===== src/rtl/pc_sequencer.sv =====
// Instruction-sequencing controller for a shared program-counter up-counter.
// Boots to a reset vector, runs a fetch/execute/advance loop with a small
// return stack for call/return, and parks in HALT when asked. Every output
// is a register fed from the next-state decode, so a pulse is visible during
// the state it belongs to.
module pc_sequencer #(
    parameter int unsigned         WIDTH        = 8,
    parameter int unsigned         STACK_DEPTH  = 4,
    parameter logic [WIDTH-1:0]    RESET_VECTOR = '0
) (
    input  logic             clk,
    input  logic             reset,
    input  logic [WIDTH-1:0] pc,
    output logic             pc_inc,
    output logic             pc_load,
    output logic [WIDTH-1:0] pc_target,
    output logic             fetch_req,
    input  logic             fetch_ack,
    output logic             exec_start,
    input  logic             exec_done,
    input  logic [1:0]       exec_op,
    input  logic [WIDTH-1:0] exec_target,
    input  logic             halt_req,
    output logic             halted,
    output logic             stack_err
);

    localparam int unsigned PTR_W = $clog2(STACK_DEPTH);
    localparam int unsigned SP_W  = PTR_W + 1;

    localparam logic [1:0] OpNext = 2'b00;
    localparam logic [1:0] OpJump = 2'b01;
    localparam logic [1:0] OpCall = 2'b10;
    localparam logic [1:0] OpRet  = 2'b11;

    typedef enum logic [2:0] {
        StBoot,
        StFetch,
        StExec,
        StAdvance,
        StHalt
    } state_t;

    state_t state_q, state_d;

    // Output registers
    logic             pc_inc_q, pc_inc_d;
    logic             pc_load_q, pc_load_d;
    logic [WIDTH-1:0] pc_target_q, pc_target_d;
    logic             fetch_req_q, fetch_req_d;
    logic             exec_start_q, exec_start_d;
    logic             halted_q, halted_d;

    // Return stack
    logic [WIDTH-1:0] stack_q [STACK_DEPTH];
    logic [SP_W-1:0]  sp_q;
    logic             stack_err_q;

    logic             stack_full, stack_empty;
    logic [SP_W-1:0]  sp_dec;
    logic [PTR_W-1:0] top_idx, wr_idx;
    logic [WIDTH-1:0] ret_addr;
    logic             push, pop, set_err;

    assign stack_full  = (sp_q == SP_W'(STACK_DEPTH));
    assign stack_empty = (sp_q == '0);
    assign sp_dec      = sp_q - SP_W'(1);
    assign top_idx     = sp_dec[PTR_W-1:0];
    assign wr_idx      = sp_q[PTR_W-1:0];
    assign ret_addr    = pc + WIDTH'(1);

    // State register
    always_ff @(posedge clk or posedge reset) begin
        if (reset) begin
            state_q <= StBoot;
        end else begin
            state_q <= state_d;
        end
    end

    // Next-state decode; BOOT spends its first cycle arming the reset-vector
    // load and leaves once that load pulse is on the output.
    always_comb begin
        state_d = state_q;
        case (state_q)
            StBoot:    if (pc_load_q) state_d = StFetch;
            StFetch:   if (fetch_ack) state_d = StExec;
            StExec:    if (exec_done) state_d = StAdvance;
            StAdvance: state_d = halt_req ? StHalt : StFetch;
            StHalt:    state_d = StHalt;
            default:   state_d = StBoot;
        endcase
    end

    // Output and stack-action decode; the instruction action is resolved on
    // exec_done so it appears registered during ADVANCE.
    always_comb begin
        pc_inc_d     = 1'b0;
        pc_load_d    = 1'b0;
        pc_target_d  = '0;
        push         = 1'b0;
        pop          = 1'b0;
        set_err      = 1'b0;
        fetch_req_d  = (state_d == StFetch);
        exec_start_d = (state_q == StFetch) && fetch_ack;
        halted_d     = (state_d == StHalt);
        if (state_q == StBoot && !pc_load_q) begin
            pc_load_d   = 1'b1;
            pc_target_d = RESET_VECTOR;
        end else if (state_q == StExec && exec_done) begin
            case (exec_op)
                OpNext: pc_inc_d = 1'b1;
                OpJump: begin
                    pc_load_d   = 1'b1;
                    pc_target_d = exec_target;
                end
                OpCall: begin
                    pc_load_d   = 1'b1;
                    pc_target_d = exec_target;
                    // A full stack drops the push but still takes the jump.
                    if (stack_full) set_err = 1'b1;
                    else            push    = 1'b1;
                end
                OpRet: begin
                    if (stack_empty) begin
                        set_err  = 1'b1;
                        pc_inc_d = 1'b1;
                    end else begin
                        pop         = 1'b1;
                        pc_load_d   = 1'b1;
                        pc_target_d = stack_q[top_idx];
                    end
                end
                default: ;
            endcase
        end
    end

    // Registered outputs
    always_ff @(posedge clk or posedge reset) begin
        if (reset) begin
            pc_inc_q     <= 1'b0;
            pc_load_q    <= 1'b0;
            pc_target_q  <= '0;
            fetch_req_q  <= 1'b0;
            exec_start_q <= 1'b0;
            halted_q     <= 1'b0;
        end else begin
            pc_inc_q     <= pc_inc_d;
            pc_load_q    <= pc_load_d;
            pc_target_q  <= pc_target_d;
            fetch_req_q  <= fetch_req_d;
            exec_start_q <= exec_start_d;
            halted_q     <= halted_d;
        end
    end

    // Return stack pointer, entries and sticky error flag
    always_ff @(posedge clk or posedge reset) begin
        if (reset) begin
            sp_q        <= '0;
            stack_err_q <= 1'b0;
            for (int i = 0; i < STACK_DEPTH; i++) begin
                stack_q[i] <= '0;
            end
        end else begin
            if (push) begin
                stack_q[wr_idx] <= ret_addr;
                sp_q            <= sp_q + SP_W'(1);
            end else if (pop) begin
                sp_q <= sp_dec;
            end
            if (set_err) begin
                stack_err_q <= 1'b1;
            end
        end
    end

    assign pc_inc     = pc_inc_q;
    assign pc_load    = pc_load_q;
    assign pc_target  = pc_target_q;
    assign fetch_req  = fetch_req_q;
    assign exec_start = exec_start_q;
    assign halted     = halted_q;
    assign stack_err  = stack_err_q;

endmodule


===== config.mk =====
export PLATFORM = sky130hd
export DESIGN_NAME = pc_sequencer
export DESIGN_NICKNAME = d
export VERILOG_FILES = /design/src/rtl/pc_sequencer.sv
export SDC_FILE = /design/constraint.sdc
export NUM_CORES = 1
export LEC_CHECK = 0
export ABC_AREA = 1
export CAP_MARGIN = 5
export CORE_AREA = 2 2 100 102
export CTS_BUF_LIST = sky130_fd_sc_hd__clkbuf_16
export CTS_CLUSTER_SIZE = 14
export DETAILED_ROUTE_END_ITERATION = 10
export DIE_AREA = 0 0 102 104
export RECOVER_POWER = 50
export REMOVE_ABC_BUFFERS = 1
export SLEW_MARGIN = 20
export SYNTH_ARGS = -nofsm -noshare
export SYNTH_HDL_FRONTEND = slang
export SYNTH_SLANG_ARGS = --single-unit

===== constraint.sdc =====
create_clock -name clk -period 2.9 [get_ports clk]
set_input_delay 0.58 -clock clk [delete_from_list [all_inputs] [get_ports clk]]
set_output_delay 0.58 -clock clk [all_outputs]
set_load 0.005 [all_outputs]

Figure 1. Selected gate families (run 1).
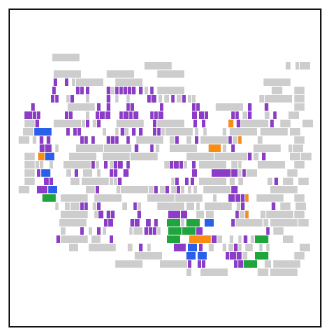
- purple: NAND gates (cells 166; most used nand2_1)
- orange: NOR gates (cells 7; most used nor2_1)
- blue: XOR/XNOR gates (cells 8; most used xnor2_1)
- green: adder and majority cells (cells 9; most used ha_1)
final std cells w/o fill: 523
Commonest Layout Cell: nand2_1
logic share of the area: 34.5%

Figure 2. Drive-strength map (run 1).
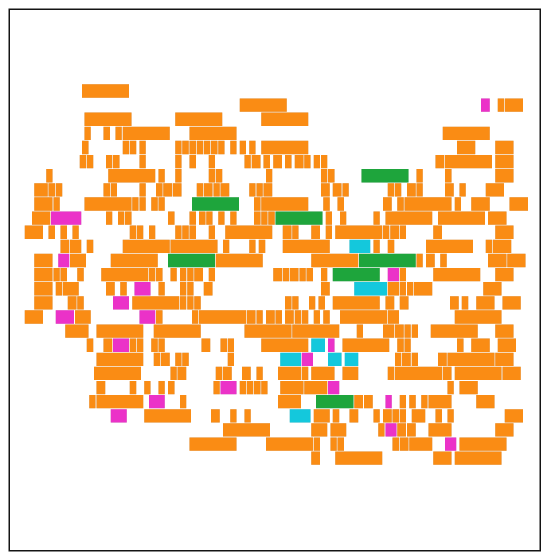
- magenta: drive 2 (cells 18)
- orange: drive 1 or less (cells 358)
- green: drive 6 and up (cells 7)
- cyan: drive 3 to 4 (cells 7)
setup ws final: 0.834 ns
Non-clock buffers: 40
Final Cell Area: 3430 µm²
Syn-to-layout area delta: 22.8%

Figure 3. Cells colored by class (run 1).
Bar = 20 µm. Fill, decap, tap and diode cells in gray.
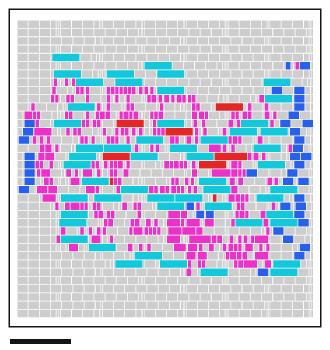
- blue: other buffers and delay cells (cells 40)
- magenta: all other logic (cells 290)
- red: clock drivers and dummy loads (cells 8)
- cyan: flops (cells 52)
Core Rows: 36
Core Area: 9550 µm²
flop share of the area: 38.0%

==> impl_metrics.env, run 1 <==
# source this file to load flow results
export IMPL_antenna_cells=0
export IMPL_finalSetupTns_ns=0
export IMPL_holdBufCountCts=0
export IMPL_inv_count=60
export IMPL_relSlewSlack_pct=16.5
export IMPL_ys_async_sr_fraction_pct=100
export IMPL_combGateArea_um2=1180
export IMPL_ir_drop_mv=0.351
export IMPL_post_cts_buffers=0
export IMPL_crit_path_end_kind="flop"
export IMPL_synth_top_area_share_pct=46.7
export IMPL_buffer_area_share_pct=11.3
export IMPL_crit_family="buffers and inverters"
export IMPL_path_class="input pin to flop"
export IMPL_ys_ff=52
export IMPL_finalCritPeriodShare_pct=71.2
export IMPL_utilization_pct=35.9
export IMPL_common_cells="132 x nand2_1, 57 x inv_1, 52 x dfrtp_1"
export IMPL_final_hold_worst_slack_ns=0.479
export IMPL_fp_dieW_um=102
export IMPL_clockRootBuffer="clkbuf_16"
export IMPL_most_common_cell="nand2_1"
export IMPL_cp_required_ns=3.13
export IMPL_mux_share_pct=0
export IMPL_grt_antenna_before_repair=0
export IMPL_filler_cell_count=1021
export IMPL_regMostFlops="stack_q"
export IMPL_post_drt_wl_per_cell_um=11.3
export IMPL_clk_path_buf_depth=2
export IMPL_crit_path_start="exec_op[0]"
export IMPL_largest_reg_flops=32
export IMPL_rsz0062_at_grt="false"
export IMPL_arrival_ns=2.29
export IMPL_ys_types=30
export IMPL_status="completed"
export IMPL_clock_latency_ns=0.29
export IMPL_dr_pass1_iters=4
export IMPL_grt_max_degree=53
export IMPL_p_sw_w=0.00105
export IMPL_flop_count=52
export IMPL_drcViolationCount=0
export IMPL_place_ws_ns=0.637
export IMPL_edf_count=0
export IMPL_cap_violations=0
export IMPL_pwr_share_clk_pct=23.2
export IMPL_clkTransAtPathRegs_ns=0.07
export IMPL_top_power_group="combinational cells"
export IMPL_hold_class="flop to flop"
export IMPL_tool_warnings=31
export IMPL_final_nets=421
export IMPL_die_area_um2=10600
==> run 1 -> run 2 <==
==> constraint.sdc (replaced) <==
create_clock -name clk -period 2.1 [get_ports clk]
set_input_delay 0.42 -clock clk [delete_from_list [all_inputs] [get_ports clk]]
set_output_delay 0.42 -clock clk [all_outputs]
set_load 0.005 [all_outputs]
Figure 4. Selected gate families (run 2).
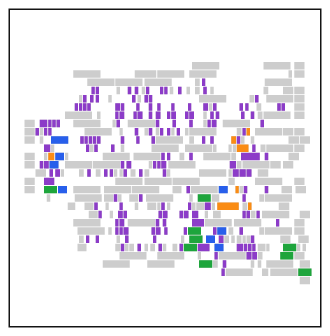
final std cells w/o fill: 525

Figure 5. Cells colored by class (run 2).
Bar = 20 µm. Fill, decap, tap and diode cells in gray.
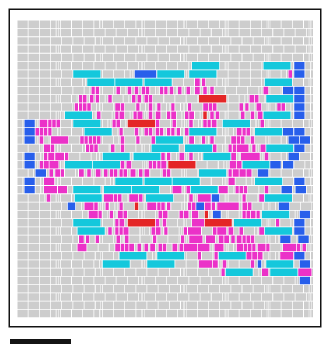
- cyan: flops (cells 52)
- magenta: all other logic (cells 290)
- red: clock drivers and dummy loads (cells 8)
- blue: other buffers and delay cells (cells 42)
utilization after layout: 35.9%

==> run 2 against run 1 <==
  * Wire length shrank 2.3%
  * Clock power is 18% higher
  * Clock skew barely moved
  * Non-clock buffer count up 2
  * Hold slack got worse by 0.0018 ns
  * Highest routed layer unchanged
  * Total power increased by 33%
==> impl_metrics.env, run 2 <==
# source this file to load flow results
export IMPL_finalCritPeriodShare_pct=89.8
export IMPL_final_hold_worst_slack_ns=0.478
export IMPL_seq_share_pct=38.0
export IMPL_grt_max_degree=27
export IMPL_combGateArea_um2=1180
export IMPL_cp_required_ns=2.33
export IMPL_arrival_ns=2.11
export IMPL_ys_types=30
export IMPL_fp_dieW_um=102
export IMPL_holdBufCountCts=0
export IMPL_tool_warnings=31
export IMPL_mux_share_pct=0
export IMPL_buffer_area_share_pct=12.1
export IMPL_lay_top_count="nand2_1"
export IMPL_ir_drop_mv=0.394
export IMPL_clkTransAtPathRegs_ns=0.06
export IMPL_comb_area_share_pct=34.5
export IMPL_filler_cell_count=1030
export IMPL_crit_path_end_kind="flop"
export IMPL_core_um2=9550
export IMPL_hold_class="flop to flop"
export IMPL_crit_family="buffers and inverters"
export IMPL_fin_area_um2=3430
export IMPL_status="completed"
export IMPL_antenna_cells=0
export IMPL_signal_buffers=42
export IMPL_edf_count=0
export IMPL_finalSetupTns_ns=0
export IMPL_dr_pass1_iters=5
export IMPL_grt_antenna_before_repair=0
export IMPL_post_drt_wl_per_cell_um=11.0
export IMPL_place_ws_ns=0.0315
export IMPL_final_nets=423
export IMPL_area_growth_pct=22.8
export IMPL_largest_reg_flops=32
export IMPL_inv_count=60
Figure 6. The metal 2 layer (run 2).
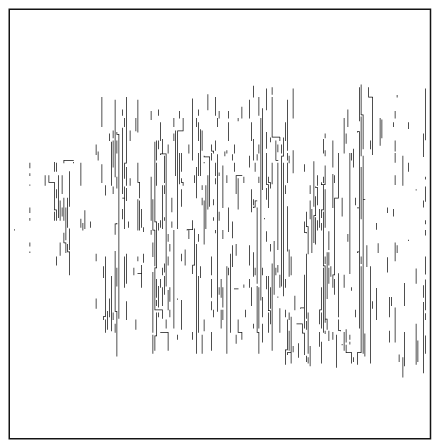
- longest straight run: 47.9 µm
- nets with wire on the layer: 310
- share of all routed wire: 43%
- main direction: vertical
- wire length on this layer: 2,510 µm
final WL: 5780 µm
DR vias: 2,172
M2 GR Usage: 17.7%

Power figures rest on the tool's default switching activity, not on a simulated workload.
